### Met4 routing

Drawn at 3 px/um.
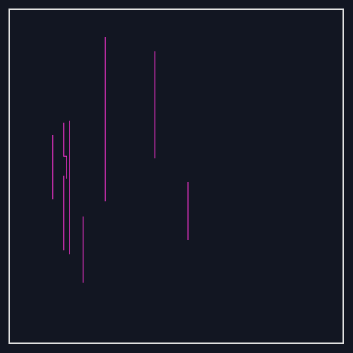
### Clock wires, drivers and flops

Drawn at 4 px/um.
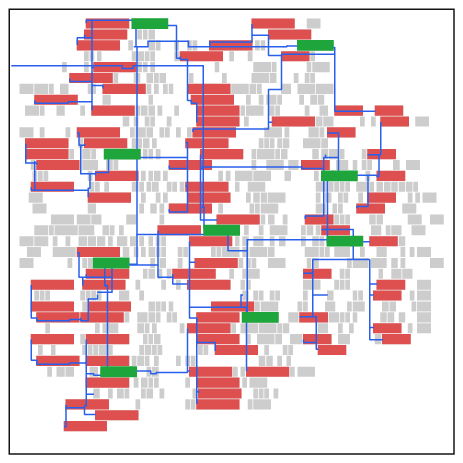
### Congestion heat map

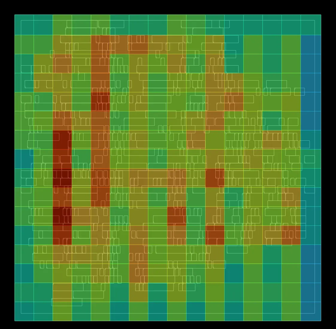
### Local utilization

Drawn at 2 px/um. 11 x 11 tiles, from white (low) to dark blue (high), 0 to 100% covered.
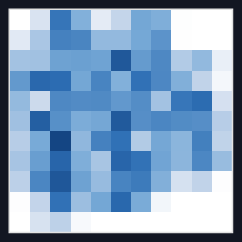
### src/rtl/pwm_multi_if.sv
// pwm_multi_if: duty-register write bus for pwm_multi.
//   wr_en   : write strobe for a channel's pending duty register
//   wr_ch   : channel select; values >= CHANNELS are ignored by the slave
//   wr_duty : duty value to write
// Modports: master (bus driver, e.g. MCU bridge), slave (pwm_multi).
interface pwm_multi_if #(
  parameter int WIDTH    = 8,
  parameter int CHANNELS = 4
);
  localparam int CH_W = (CHANNELS > 1) ? $clog2(CHANNELS) : 1;

  logic             wr_en;
  logic [CH_W-1:0]  wr_ch;
  logic [WIDTH-1:0] wr_duty;

  modport master (output wr_en, output wr_ch, output wr_duty);
  modport slave  (input  wr_en, input  wr_ch, input  wr_duty);
endinterface

### src/rtl/pwm_multi.sv
// pwm_multi: multi-channel PWM generator sharing one period counter.
// Each channel has a pending duty register (written over the bus) and an
// active duty register that is only reloaded at a period boundary, so a
// write never produces a partial period.
//
// Ports:
//   clk         : system clock, all logic on posedge
//   rst         : synchronous active-high reset
//   enable      : run counter; low holds count at 0 and forces outputs low
//   period      : terminal count, loaded at each period boundary
//   center      : (only with PWM_CENTER_ALIGN_EN) up/down counting mode
//   bus         : pwm_multi_if.slave duty write bus
//   pwm_out     : registered PWM outputs, one per channel
//   period_tick : registered one-cycle pulse following each boundary
//
// Build option: define PWM_CENTER_ALIGN_EN to add center-aligned mode.
module pwm_multi #(
  parameter int WIDTH    = 8,
  parameter int CHANNELS = 4
) (
  input  logic                clk,
  input  logic                rst,
  input  logic                enable,
  input  logic [WIDTH-1:0]    period,
`ifdef PWM_CENTER_ALIGN_EN
  input  logic                center,
`endif
  pwm_multi_if.slave          bus,
  output logic [CHANNELS-1:0] pwm_out,
  output logic                period_tick
);
  localparam int CH_W = (CHANNELS > 1) ? $clog2(CHANNELS) : 1;

  logic [WIDTH-1:0]    count;
  logic [WIDTH-1:0]    count_nxt;
  logic [WIDTH-1:0]    period_act;
  logic [WIDTH-1:0]    duty_pend [CHANNELS];
  logic [WIDTH-1:0]    duty_act  [CHANNELS];
  logic                boundary;
  logic                load;
  logic                wr_ok;
  logic [CHANNELS-1:0] wr_hit;

`ifdef PWM_CENTER_ALIGN_EN
  typedef enum logic {DIR_UP = 1'b0, DIR_DOWN = 1'b1} dir_t;
  dir_t dir;
  dir_t dir_nxt;
  logic center_act;
`endif

  // Unsigned compare: duty 0 never fires, duty above the top count always fires.
  function automatic logic duty_cmp(input logic [WIDTH-1:0] cnt,
                                    input logic [WIDTH-1:0] duty);
    return cnt < duty;
  endfunction

  // Channel decode; out-of-range selects simply match nothing.
  always_comb begin
    wr_ok  = ({1'b0, bus.wr_ch} < (CH_W+1)'(CHANNELS));
    wr_hit = '0;
    for (int i = 0; i < CHANNELS; i++) begin
      wr_hit[i] = bus.wr_en && wr_ok && (bus.wr_ch == CH_W'(i));
    end
  end

  // Counter next state and boundary detection
  always_comb begin
    boundary  = 1'b0;
    count_nxt = count;
`ifdef PWM_CENTER_ALIGN_EN
    dir_nxt   = dir;
    if (center_act) begin
      // Up 0..period_act, then down period_act-1..1; very short periods
      // degenerate to a boundary every cycle at count 0.
      boundary = ((dir == DIR_DOWN) && (count == WIDTH'(1))) ||
                 ((period_act <= WIDTH'(1)) && (count == '0));
      if (dir == DIR_UP && count == period_act) begin
        dir_nxt   = DIR_DOWN;
        count_nxt = count - 1'b1;
      end else if (dir == DIR_UP) begin
        count_nxt = count + 1'b1;
      end else begin
        count_nxt = count - 1'b1;
      end
    end else begin
      boundary  = (count == period_act);
      count_nxt = count + 1'b1;
    end
    if (!enable || boundary) begin
      count_nxt = '0;
      dir_nxt   = DIR_UP;
    end
`else
    boundary  = (count == period_act);
    count_nxt = count + 1'b1;
    if (!enable || boundary) begin
      count_nxt = '0;
    end
`endif
  end

  // While disabled the active registers track their sources every cycle,
  // so re-enabling starts a clean period with the latest settings.
  assign load = !enable || boundary;

`ifdef PWM_CENTER_ALIGN_EN
  always_ff @(posedge clk) begin
    if (rst) begin
      dir <= DIR_UP;
    end else begin
      dir <= dir_nxt;
    end
  end
`endif

  // Counter, active/pending registers and registered outputs
  always_ff @(posedge clk) begin
    if (rst) begin
      count       <= '0;
      period_act  <= '1;
      pwm_out     <= '0;
      period_tick <= 1'b0;
`ifdef PWM_CENTER_ALIGN_EN
      center_act  <= 1'b0;
`endif
      for (int i = 0; i < CHANNELS; i++) begin
        duty_pend[i] <= '0;
        duty_act[i]  <= '0;
      end
    end else begin
      count       <= count_nxt;
      period_tick <= enable && boundary;
      if (load) begin
        period_act <= period;
`ifdef PWM_CENTER_ALIGN_EN
        center_act <= center;
`endif
      end
      for (int i = 0; i < CHANNELS; i++) begin
        pwm_out[i] <= enable && duty_cmp(count, duty_act[i]);
        if (wr_hit[i]) begin
          duty_pend[i] <= bus.wr_duty;
        end
        // A write landing on a load cycle bypasses the pending register.
        if (load) begin
          duty_act[i] <= wr_hit[i] ? bus.wr_duty : duty_pend[i];
        end
      end
    end
  end
endmodule

### src/flat_wrapper.sv
// flat-port wrapper written by rule: the top's interface ports become plain ports
module pwm_multi_flat 
#(
  parameter int WIDTH    = 8,
  parameter int CHANNELS = 4
)
  (clk, rst, enable, period, pwm_out, period_tick, bus_wr_en, bus_wr_ch, bus_wr_duty);
  pwm_multi_if #(.WIDTH(WIDTH), .CHANNELS(CHANNELS)) bus_i ();
  input  logic clk;
  input  logic rst;
  input  logic enable;
  input  logic [WIDTH-1:0] period;
  output logic [CHANNELS-1:0] pwm_out;
  output logic period_tick;
  input wire logic [$bits(bus_i.wr_en)-1:0] bus_wr_en;
  input wire logic [$bits(bus_i.wr_ch)-1:0] bus_wr_ch;
  input wire logic [$bits(bus_i.wr_duty)-1:0] bus_wr_duty;
  assign bus_i.wr_en = bus_wr_en;
  assign bus_i.wr_ch = bus_wr_ch;
  assign bus_i.wr_duty = bus_wr_duty;
  pwm_multi #(.WIDTH(WIDTH), .CHANNELS(CHANNELS)) u_core (.clk(clk), .rst(rst), .enable(enable), .period(period), .bus(bus_i), .pwm_out(pwm_out), .period_tick(period_tick));
endmodule
### config.mk
export PLATFORM = sky130hd
export DESIGN_NAME = pwm_multi_flat
export DESIGN_NICKNAME = d
export VERILOG_FILES = /design/src/rtl/pwm_multi_if.sv /design/src/rtl/pwm_multi.sv /design/src/flat_wrapper.sv
export SDC_FILE = /design/constraint.sdc
export NUM_CORES = 1
export LEC_CHECK = 0
export ABC_AREA = 1
export CORE_MARGIN = 2
export CORE_UTILIZATION = 40
export DETAILED_ROUTE_END_ITERATION = 6
export PLACE_DENSITY = 0.58
export SLEW_MARGIN = 20
export SYNTH_ARGS = -nofsm -noshare
export SYNTH_HDL_FRONTEND = slang
export SYNTH_SLANG_ARGS = --single-unit
### constraint.sdc
create_clock -name clk -period 2.4 [get_ports clk]
set_clock_uncertainty 0.15 [all_clocks]
set_input_delay 0.36 -clock clk [delete_from_list [all_inputs] [get_ports clk]]
set_output_delay 0.36 -clock clk [all_outputs]
set_load 0.02 [all_outputs]
==> flow_metrics.env <==
# physical design summary
export IMPL_peakVddDrop_uv=332
export IMPL_grtUsageMet2_pct=24.6
export IMPL_hold_violations=0
export IMPL_comb_area_sq_mm=0.00167
export IMPL_crit_path_start="u_core.count[6]"
export IMPL_crit_arrival_ps=1880
export IMPL_p_clk_mw=1.25
export IMPL_vias=3169
export IMPL_coreArea_sq_mm=0.0113
export IMPL_wirelength_mm=8.87
export IMPL_slew_limit_headroom_pct=69.7
export IMPL_pre_cts_ws_ps=253
export IMPL_port_buffers=26
export IMPL_yosysTopAreaCellShare_pct=42.1
export IMPL_intPower_mw=2.50
export IMPL_top_usage_layer="met2"
export IMPL_placed_area_sq_mm=0.00504
export IMPL_power_total_mw=3.31
export IMPL_cp_buffers_inverters=1
export IMPL_cts_resized=0
export IMPL_cts_sinks=85
export IMPL_maxCapViolCount=0
export IMPL_min_path_cells=1
export IMPL_min_path_type="reg -> reg"
export IMPL_wl_met1_mm=4.14
export IMPL_final_layout_size_suffix_gt1_share_pct=10.9
export IMPL_seq_power_share_pct=51.5
export IMPL_setup_viol=0
export IMPL_syn_nets=574
export IMPL_vias_per_cell=4.44
export IMPL_critPathKind="reg -> reg"
export IMPL_die_height_um=111
export IMPL_reg2regPathDepth=9
export IMPL_critical_path_endpoint_type="register"
export IMPL_cp_num_cells=9
export IMPL_yosys_area_sq_mm=0.00457
export IMPL_mostFrequentLayoutCells="116 x inv_1, 94 x nand2_1, 74 x nor2_1, 64 x edfxtp_1, 29 x ha_1"
export IMPL_swShare_pct=24.5
export IMPL_register_area_sq_mm=0.00234
export IMPL_gp_congestion=0.844
export IMPL_mostFrequentLayoutCell="inv_1"
export IMPL_maxPowerGroup="registers"
export IMPL_status="completed"
export IMPL_ctsHoldBuffers=0
export IMPL_dr_wl_met2_mm=4.13
export IMPL_hold_end="u_core.count[0]"
export IMPL_critPathRequiredTime_ps=2340
export IMPL_dieArea_sq_mm=0.0123
export IMPL_cp_max_fo=32
export IMPL_grt_max_degree=35
export IMPL_cellLeakagePower_nw=2.44
export IMPL_ctsRootBufferMaster="clkbuf_16"
export IMPL_ios=27
export IMPL_cts_buffers=9
export IMPL_timing_final_ws_setup_ps=451
export IMPL_path_clk_slew_ps=60
export IMPL_drt_iter0_markers=135
export IMPL_mux_share_pct=0
export IMPL_rsz0062_at_grt="no"
export IMPL_dr_pass1_iters=4
export IMPL_syn_instance_count=523
export IMPL_ys_ff=85
export IMPL_cp_common_cell="nand2_1"
export IMPL_largest_area_cell="edfxtp_1"
export IMPL_ys_sh_adder_pct=7.95
export IMPL_clkPwrFrac_pct=37.6
export IMPL_fp_dieW_um=111
export IMPL_drc=0
export IMPL_synth_compound_area_share_pct=5.70
export IMPL_dp_hpwl_mm=6.52
export IMPL_yosys_warnings=0
export IMPL_fin_crit_ps=1950
export IMPL_clkLatencyLatePin_ps=350
export IMPL_flop_cell="edfxtp_1"
export IMPL_whs_ps=333
export IMPL_netlist_area_sq_mm=0.00457
export IMPL_fin_crit_sh_pct=81.2
export IMPL_ant_nets=0
export IMPL_crit_family="simple AND/OR/NAND/NOR gates"
export IMPL_timing_rr_end="u_core.duty_act[3][5]"
export IMPL_fmax_mhz=513
export IMPL_synthTopCellsByArea="edfxtp_1 42%, inv_1 9.5%, dfxtp_1 9.2%"
export IMPL_antenna_cells=0
export IMPL_first_global_vias=3064
export IMPL_rows=39
export IMPL_rr_startpoint="u_core.count[6]"
export IMPL_xor_area_share_pct=1.15
export IMPL_crit_slowest_cell="dfxtp_1"
export IMPL_combPwrFrac_pct=10.9
export IMPL_slowest_delay_ps=510
export IMPL_clockBufferDepth=2
export IMPL_nFillCells=1117
## Picture notes: 'Met4 routing'
main direction	vertical
share of all routed wire	2.7%

## Picture notes: 'Clock wires, drivers and flops'
[red] flip-flops | count: 85
[green] cells driving clock nets | count: 9
[blue] clock wires | length: 1160 um
flops lie	widely spread

## Picture notes: 'Congestion heat map'
M1 GR Usage: 20.5%
met3 usage: 3.88%

## Picture notes: 'Local utilization'
tiles over 75% full	9.1%
densest ninth of the die	middle
emptiest ninth of the die	bottom right
nearly empty tiles	17%
mean over tiles	42%

-- state kept, by name, summed over array words and instances (netlist names) --
signal,count
u_core.duty_act,32
u_core.duty_pend,32
u_core.pwm_out,4
u_core.count,8
u_core.period_tick,1
u_core.period_act,8
-- Yosys cell counts (4+ instances only) --
cell type,instances
ha_1,29
o21ai_1,5
nor2_1,74
nand2_4,6
a21oi_1,14
dfxtp_1,21
or2_2,5
buf_6,7
nor2_2,8
inv_1,116
o21a_1,4
o21ai_0,27
nand2_1,94
nand3_1,27
inv_2,5
edfxtp_1,64
-- area by class of cell --
cell class	count	area share, %
repair buffers	44	7.46
inverters	121	8.57
multi-input cells	306	31.5
clock inverters	6	0.590
flip-flops and latches	85	44.2
clock buffers	9	4.25
well taps	143	3.38
